### M4 wires, run 1

Scale bar: 50 um. Supply wires on this layer in grey.
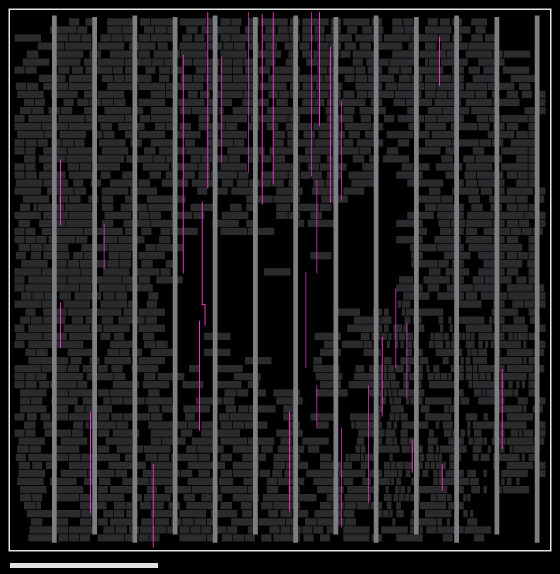
### Routing congestion, run 1

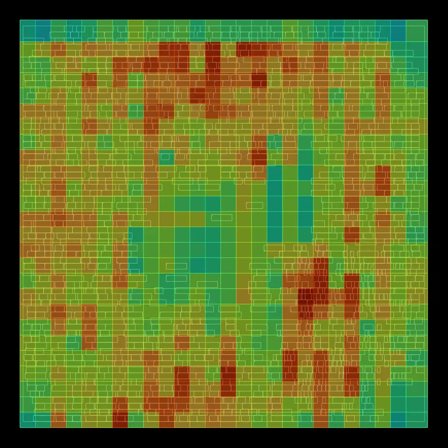
### Placement by cell class, run 1

Scale bar: 50 um. Fill, decap, tap and diode cells in grey.
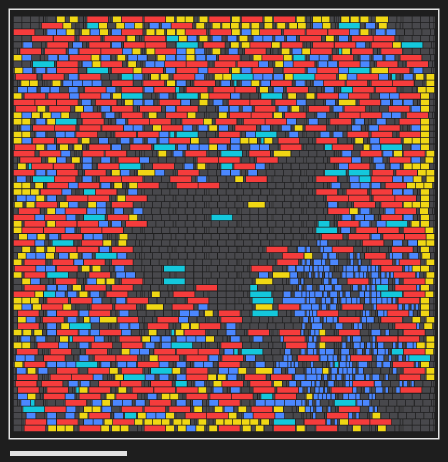
### src/rtl/window_3x3.sv
// window_3x3: assembles a 3x3 pixel window from three line-delayed row streams,
// tagging each complete window with its centre coordinates and line/frame end flags.
module window_3x3 #(
  parameter int DATA_WIDTH   = 24,
  parameter int LINE_WIDTH   = 1920,
  parameter int FRAME_HEIGHT = 1080
) (
  input  logic                            clk,
  input  logic                            n_rst,
  input  logic                            i_ena,
  input  logic                            i_sof,
  input  logic [DATA_WIDTH-1:0]           i_row0,
  input  logic [DATA_WIDTH-1:0]           i_row1,
  input  logic [DATA_WIDTH-1:0]           i_row2,
  output logic                            o_valid,
  output logic [9*DATA_WIDTH-1:0]         o_win,
  output logic [$clog2(LINE_WIDTH)-1:0]   o_x,
  output logic [$clog2(FRAME_HEIGHT)-1:0] o_y,
  output logic                            o_eol,
  output logic                            o_eof
);
  localparam int XW = $clog2(LINE_WIDTH);
  localparam int YW = $clog2(FRAME_HEIGHT);
  localparam logic [XW-1:0] X_LAST = XW'(LINE_WIDTH - 1);
  localparam logic [YW-1:0] Y_LAST = YW'(FRAME_HEIGHT - 1);
  // The live input acts as tap0; only taps 1 and 2 need storage per row.
  logic [2:0][1:0][DATA_WIDTH-1:0] taps;
  logic [2:0][DATA_WIDTH-1:0]      rows;
  logic [9*DATA_WIDTH-1:0]         win;
  logic [XW-1:0]                   col, cur_col;
  logic [YW-1:0]                   row, cur_row;
  logic                            hit, last_col, last_row;
  assign rows = {i_row2, i_row1, i_row0};
  for (genvar r = 0; r < 3; r++) begin : g_row
    assign win[3*DATA_WIDTH*r +: 3*DATA_WIDTH] = {taps[r][1], taps[r][0], rows[r]};
  end
  // Start-of-frame overrides the counters for the sample it arrives with.
  always_comb begin
    cur_col  = i_sof ? '0 : col;
    cur_row  = i_sof ? '0 : row;
    hit      = (cur_col >= XW'(2)) && (cur_row >= YW'(2));
    last_col = cur_col == X_LAST;
    last_row = cur_row == Y_LAST;
  end
  always_ff @(posedge clk or negedge n_rst)
    if (!n_rst) begin
      taps    <= '0;
      col     <= '0;
      row     <= '0;
      o_valid <= 1'b0;
      o_win   <= '0;
      o_x     <= '0;
      o_y     <= '0;
      o_eol   <= 1'b0;
      o_eof   <= 1'b0;
    end else begin
      o_valid <= i_ena && hit;
      o_eol   <= i_ena && hit && last_col;
      o_eof   <= i_ena && hit && last_col && last_row;
      if (i_ena) begin
        for (int i = 0; i < 3; i++) taps[i] <= {taps[i][0], rows[i]};
        col <= last_col ? '0 : cur_col + 1'b1;
        row <= last_col ? (last_row ? '0 : cur_row + 1'b1) : cur_row;
        if (hit) begin
          o_win <= win;
          o_x   <= cur_col - 1'b1;
          o_y   <= cur_row - 1'b1;
        end
      end
    end
endmodule

### config.mk
export PLATFORM = sky130hd
export DESIGN_NAME = window_3x3
export DESIGN_NICKNAME = d
export VERILOG_FILES = /design/src/rtl/window_3x3.sv
export SDC_FILE = /design/constraint.sdc
export NUM_CORES = 1
export LEC_CHECK = 0
export CORE_UTILIZATION = 50
export DETAILED_ROUTE_END_ITERATION = 12
export PLACE_DENSITY = 0.81
export SYNTH_ARGS = -nofsm -noshare
export SYNTH_HDL_FRONTEND = slang
export SYNTH_SLANG_ARGS = --single-unit
### constraint.sdc
create_clock -name clk -period 3.8 [get_ports clk]
set_input_delay 0.95 -clock clk [delete_from_list [all_inputs] [get_ports clk]]
set_output_delay 0.95 -clock clk [all_outputs]
set_load 0.01 [all_outputs]
==> impl_metrics.env, run 1 <==
# yosys + openroad results
export IMPL_rrSetupSlack_ps=850
export IMPL_power_density_mw_per_mm2=743
export IMPL_comb_share=0.264
export IMPL_reg2reg_from="col[6]"
export IMPL_synth_ff_latch_count=407
export IMPL_final_hold_viol_count=0
export IMPL_design_area_mm2=0.0211
export IMPL_route_met3_wl_um=2390
export IMPL_crit_start="i_sof"
export IMPL_power_leader="registers"
export IMPL_largest_register="o_win"
export IMPL_tool_warnings=32
export IMPL_seq_area_frac=0.482
export IMPL_path_buffers=3
export IMPL_met2WireLength_um=16700
export IMPL_path_cells="clkdlybuf4s50_1, clkinv_1, nand2_1, inv_1, ha_1, nand3_1, or4_1, o31ai_1, o31ai_1, a22o_1"
export IMPL_drive_gt1_frac=0.245
export IMPL_drv_slew=0
export IMPL_critPathMaxStageDelay_ps=760
export IMPL_numPortBuffers=316
export IMPL_clock_sinks=407
export IMPL_largestRegisters="o_win: 216 flops, taps: 144 flops"
export IMPL_num_antenna_cells=0
export IMPL_status="completed"
export IMPL_layout_nets=1490
export IMPL_cp_start_kind="input port"
export IMPL_slowest_stage="or4_1"
export IMPL_end_kind="flop"
export IMPL_top_cells_by_count="dfrtp_1, mux2_2, mux2_1"
export IMPL_p_sw_frac=0.277
export IMPL_synthArstFlopShare=1.00
export IMPL_finalSetupViolations=0
export IMPL_largest_register_ffs=216
export IMPL_cts_made_buffers=42
export IMPL_die_height_um=182
export IMPL_fin_ws_ps=741
export IMPL_cts_resized=0
export IMPL_peakVddDrop_mv=0.491
export IMPL_clk_pin_slew_worst_paths_ps=60
export IMPL_io_pin_count=317
export IMPL_clock_area_frac=0.0656
export IMPL_relSlewSlack=0.503
export IMPL_cp_top_family="simple AND/OR/NAND/NOR gates"
export IMPL_n_all_buffers=334
Back to the opening pictures, 'M4 wires':
longest straight run: 73.4 um
wire length on this layer: 1,040 um

Back to the opening pictures, 'Routing congestion':
final design utilization: 0.666
GR met1 Demand/Resource: 0.268

Back to the opening pictures, 'Placement by cell class':
[other buffers and delay cells] yellow | cells: 334
[clock drivers and dummy loads] cyan | cells: 74
[combinational and other logic] blue | cells: 623
[flops] red | cells: 407

### Cell area per tile, run 1

18 x 18 tiles, from white (low) to dark blue (high), 0 to 100% covered.
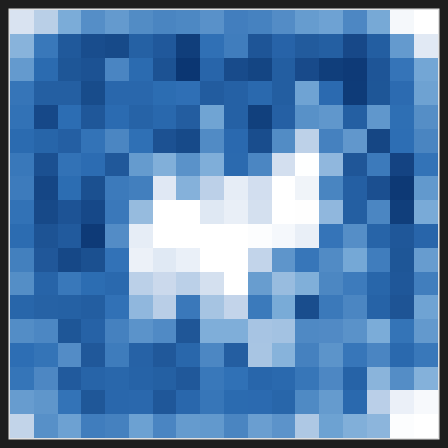

==> inputs of run 2 (changes only) <==
==> constraint.sdc (replaced) <==
create_clock -name clk -period 3.1 [get_ports clk]
set_input_delay 0.775 -clock clk [delete_from_list [all_inputs] [get_ports clk]]
set_output_delay 0.775 -clock clk [all_outputs]
set_load 0.01 [all_outputs]
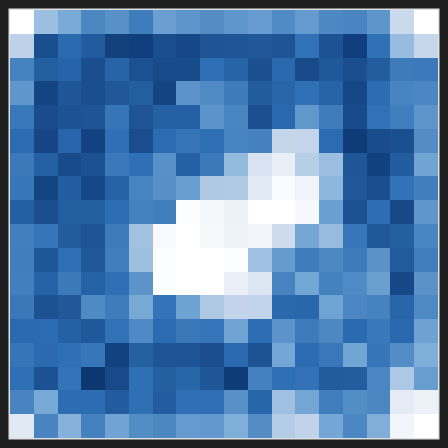
*Cell area per tile, run 2*
18 x 18 tiles, from white (low) to dark blue (high), 0 to 100% covered.
fullest tile: 97%
mean over tiles: 64%
nearly empty tiles: 4.3%

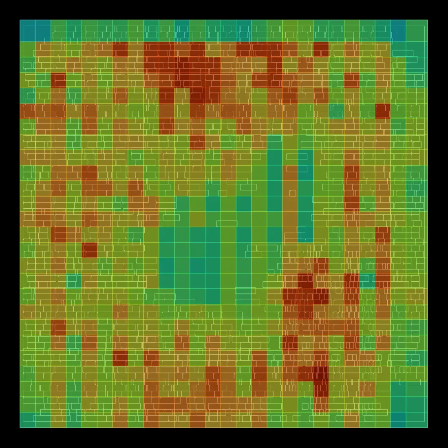
*Routing congestion, run 2*
GR Layer Usage met3: 0.0587
Total GRT Usage: 0.218
M2 GR Usage: 0.370
drt wl/cell: 18.6 um
final design utilization: 0.681

==> impl_metrics.env, run 2 <==
# yosys + openroad results
export IMPL_final_hold_viol_count=0
export IMPL_dpl_worst_slack_ps=-144
export IMPL_numPortBuffers=316
export IMPL_pg_seq_w=0.00811
export IMPL_largest_register_ffs=216
export IMPL_n_all_buffers=377
export IMPL_mappedNetlistNets=1184
export IMPL_drv_slew=0
export IMPL_met2WireLength_um=17700
export IMPL_xor_share=0.00594
export IMPL_post_dp_cell_area_mm2=0.0202
export IMPL_route_met3_wl_um=2420
export IMPL_clk_pin_slew_worst_paths_ps=60
export IMPL_clock_sinks=407
export IMPL_final_seq_area_mm2=0.0102
export IMPL_reg2reg_from="col[3]"
export IMPL_io_pin_count=317
export IMPL_power_leader="registers"
export IMPL_die_height_um=182
export IMPL_logic_family="multiplexers"
export IMPL_cts_resized=0
export IMPL_grt_start_max_net_pins=93
export IMPL_synth_top_area_share=0.628
export IMPL_path_buffers=3
export IMPL_ys_sh_mux=0.254
export IMPL_synth_main_ff_cell="dfrtp_1"
export IMPL_power_density_mw_per_mm2=902
export IMPL_num_fill_cells=2233
export IMPL_p_int_w=0.0140
export IMPL_powerComb_w=0.00627
export IMPL_htreeDepth=2
export IMPL_largestRegisters="o_win: 216 flops, taps: 144 flops"
export IMPL_post_route_period_util=0.877
export IMPL_critPathMaxStageDelay_ps=700
export IMPL_comb_share=0.258
export IMPL_clock_area_frac=0.0661
export IMPL_peakVddDrop_mv=0.683
export IMPL_synthAdderAreaFrac=0.00463
export IMPL_multi_input_comb_cells=613
export IMPL_yosysTopAreaCell="dfrtp_1"
export IMPL_p_sw_frac=0.282
export IMPL_drive_gt1_frac=0.269
export IMPL_synth_cells=1102
export IMPL_num_antenna_cells=0
export IMPL_drtIter0Drc=433
export IMPL_tool_warnings=30
export IMPL_antenna_found_initial=0
export IMPL_cp_top_family="simple AND/OR/NAND/NOR gates"
export IMPL_drv_cap=0
export IMPL_synthArstFlopShare=1.00
export IMPL_fin_ws_ps=380
export IMPL_end_kind="flop"
export IMPL_design_area_mm2=0.0216
export IMPL_cts_made_buffers=43
export IMPL_grtUsageMet1=0.275
export IMPL_routed_top_layer="met4"
export IMPL_drc_errors=0
export IMPL_cp_data_arrival_time_ps=3130
export IMPL_status="completed"
export IMPL_finalSetupViolations=0
export IMPL_crit_start="i_sof"
export IMPL_area_delta_synth_final_pct=33.1
export IMPL_p_sw_w=0.00549
export IMPL_top_cells_by_count="dfrtp_1, mux2_2, mux2_1"
export IMPL_synth_ff_latch_count=407
export IMPL_relSlewSlack=0.482
export IMPL_synthTopCellsByArea="dfrtp_1, mux2_2, mux2_1"
export IMPL_layout_nets=1534
export IMPL_rrSetupSlack_ps=400
export IMPL_grt_setup_unrepaired="no"
export IMPL_seq_area_frac=0.472
export IMPL_cp_start_kind="input port"
export IMPL_num_vias=10000
export IMPL_path_class="in2reg"
export IMPL_core_area_mm2=0.0317
export IMPL_path_cells="clkdlybuf4s50_1, clkinv_1, nand2_1, inv_1, ha_1, nand3_1, or4_1, o31ai_1, o31ai_1, a22o_1"
export IMPL_grt_pass1_wl_um=57900
export IMPL_worstSkewPairLatency_ps=540
export IMPL_slowest_stage="or4_1"
export IMPL_largest_register="o_win"
export IMPL_p_clk_w=0.00511
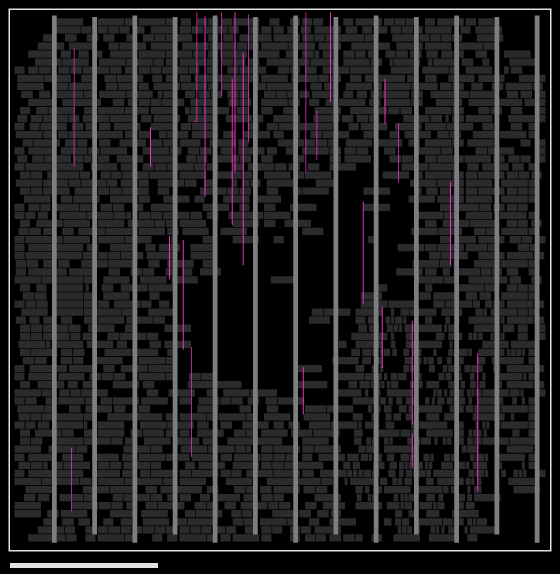
*M4 wires, run 2*
Scale bar: 50 um. Supply wires on this layer in grey.
wire length on this layer: 829 um
main direction: vertical

==> inputs of run 3 (changes only) <==
--- a/config.mk
+++ b/config.mk
@@ -8,6 +8,7 @@
 export CORE_UTILIZATION = 50
 export DETAILED_ROUTE_END_ITERATION = 12
 export PLACE_DENSITY = 0.81
+export SLEW_MARGIN = 20
 export SYNTH_ARGS = -nofsm -noshare
 export SYNTH_HDL_FRONTEND = slang
 export SYNTH_SLANG_ARGS = --single-unit
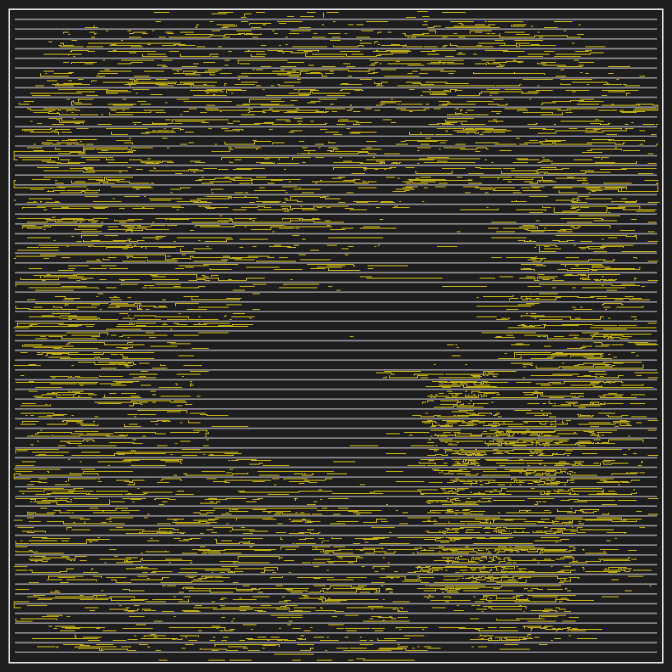
*Metal 1, run 3*
Supply wires on this layer in grey.
main direction: horizontal
share of all routed wire: 41%
longest straight run: 52.9 um
nets with wire on the layer: 1,377
GR met1 Demand/Resource: 0.275
Vias: 10,000

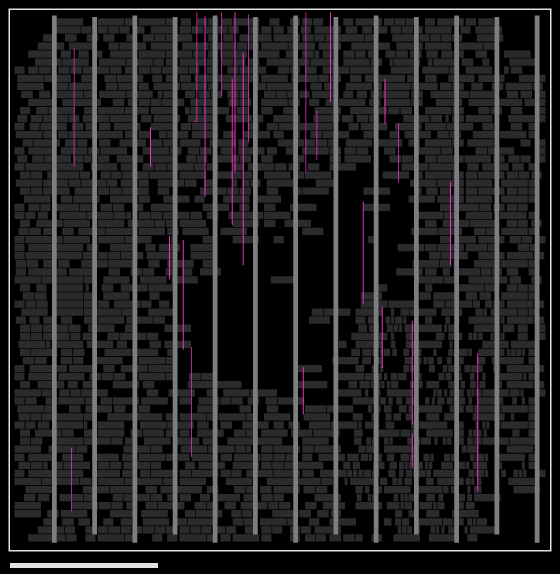
*M4 wires, run 3*
Scale bar: 50 um. Supply wires on this layer in grey.
wire length on this layer: 829 um
nets with wire on the layer: 15
main direction: vertical

==> impl_metrics.env, run 3 <==
# yosys + openroad results
export IMPL_drv_slew=0
export IMPL_synthTopCellsByArea="dfrtp_1, mux2_2, mux2_1"
export IMPL_tool_warnings=30
export IMPL_synthAdderAreaFrac=0.00463
export IMPL_status="completed"
export IMPL_ys_sh_mux=0.254
export IMPL_area_delta_synth_final_pct=33.1
export IMPL_final_hold_viol_count=0
export IMPL_htreeDepth=2
export IMPL_cp_start_kind="input port"
export IMPL_logic_family="multiplexers"
export IMPL_dpl_worst_slack_ps=-144
export IMPL_top_cells_by_count="dfrtp_1, mux2_2, mux2_1"
export IMPL_met2WireLength_um=17700
export IMPL_n_all_buffers=377
export IMPL_core_area_mm2=0.0317
export IMPL_route_met3_wl_um=2420
export IMPL_end_kind="flop"
export IMPL_post_dp_cell_area_mm2=0.0202
export IMPL_synth_cells=1102
export IMPL_final_seq_area_mm2=0.0102
export IMPL_power_density_mw_per_mm2=902
export IMPL_fin_ws_ps=380
export IMPL_xor_share=0.00594
export IMPL_use_met3=0.0587
export IMPL_comb_share=0.258
export IMPL_antenna_found_initial=0
export IMPL_cp_data_arrival_time_ps=3130
export IMPL_seq_area_frac=0.472
export IMPL_clock_area_frac=0.0661
export IMPL_p_sw_frac=0.282
export IMPL_drtIter0Drc=433
export IMPL_synthArstFlopShare=1.00
export IMPL_clock_sinks=407
export IMPL_clk_pin_slew_worst_paths_ps=60
export IMPL_power_leader="registers"
export IMPL_synth_ff_latch_count=407
export IMPL_slowest_stage="or4_1"
export IMPL_finalSetupViolations=0
export IMPL_wire_per_inst_um=18.6
export IMPL_cts_made_buffers=43
export IMPL_post_route_period_util=0.877
export IMPL_path_cells="clkdlybuf4s50_1, clkinv_1, nand2_1, inv_1, ha_1, nand3_1, or4_1, o31ai_1, o31ai_1, a22o_1"
export IMPL_mappedNetlistNets=1184
export IMPL_p_int_w=0.0140
export IMPL_grt_pass1_wl_um=57900
export IMPL_grt_setup_unrepaired="no"
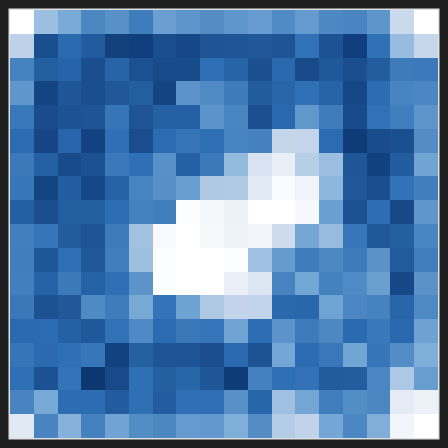
*Cell area per tile, run 3*
18 x 18 tiles, from white (low) to dark blue (high), 0 to 100% covered.
fullest tile: 97%
nearly empty tiles: 4.3%
tiles over 75% full: 39%
mean over tiles: 64%
emptiest ninth of the die: centre

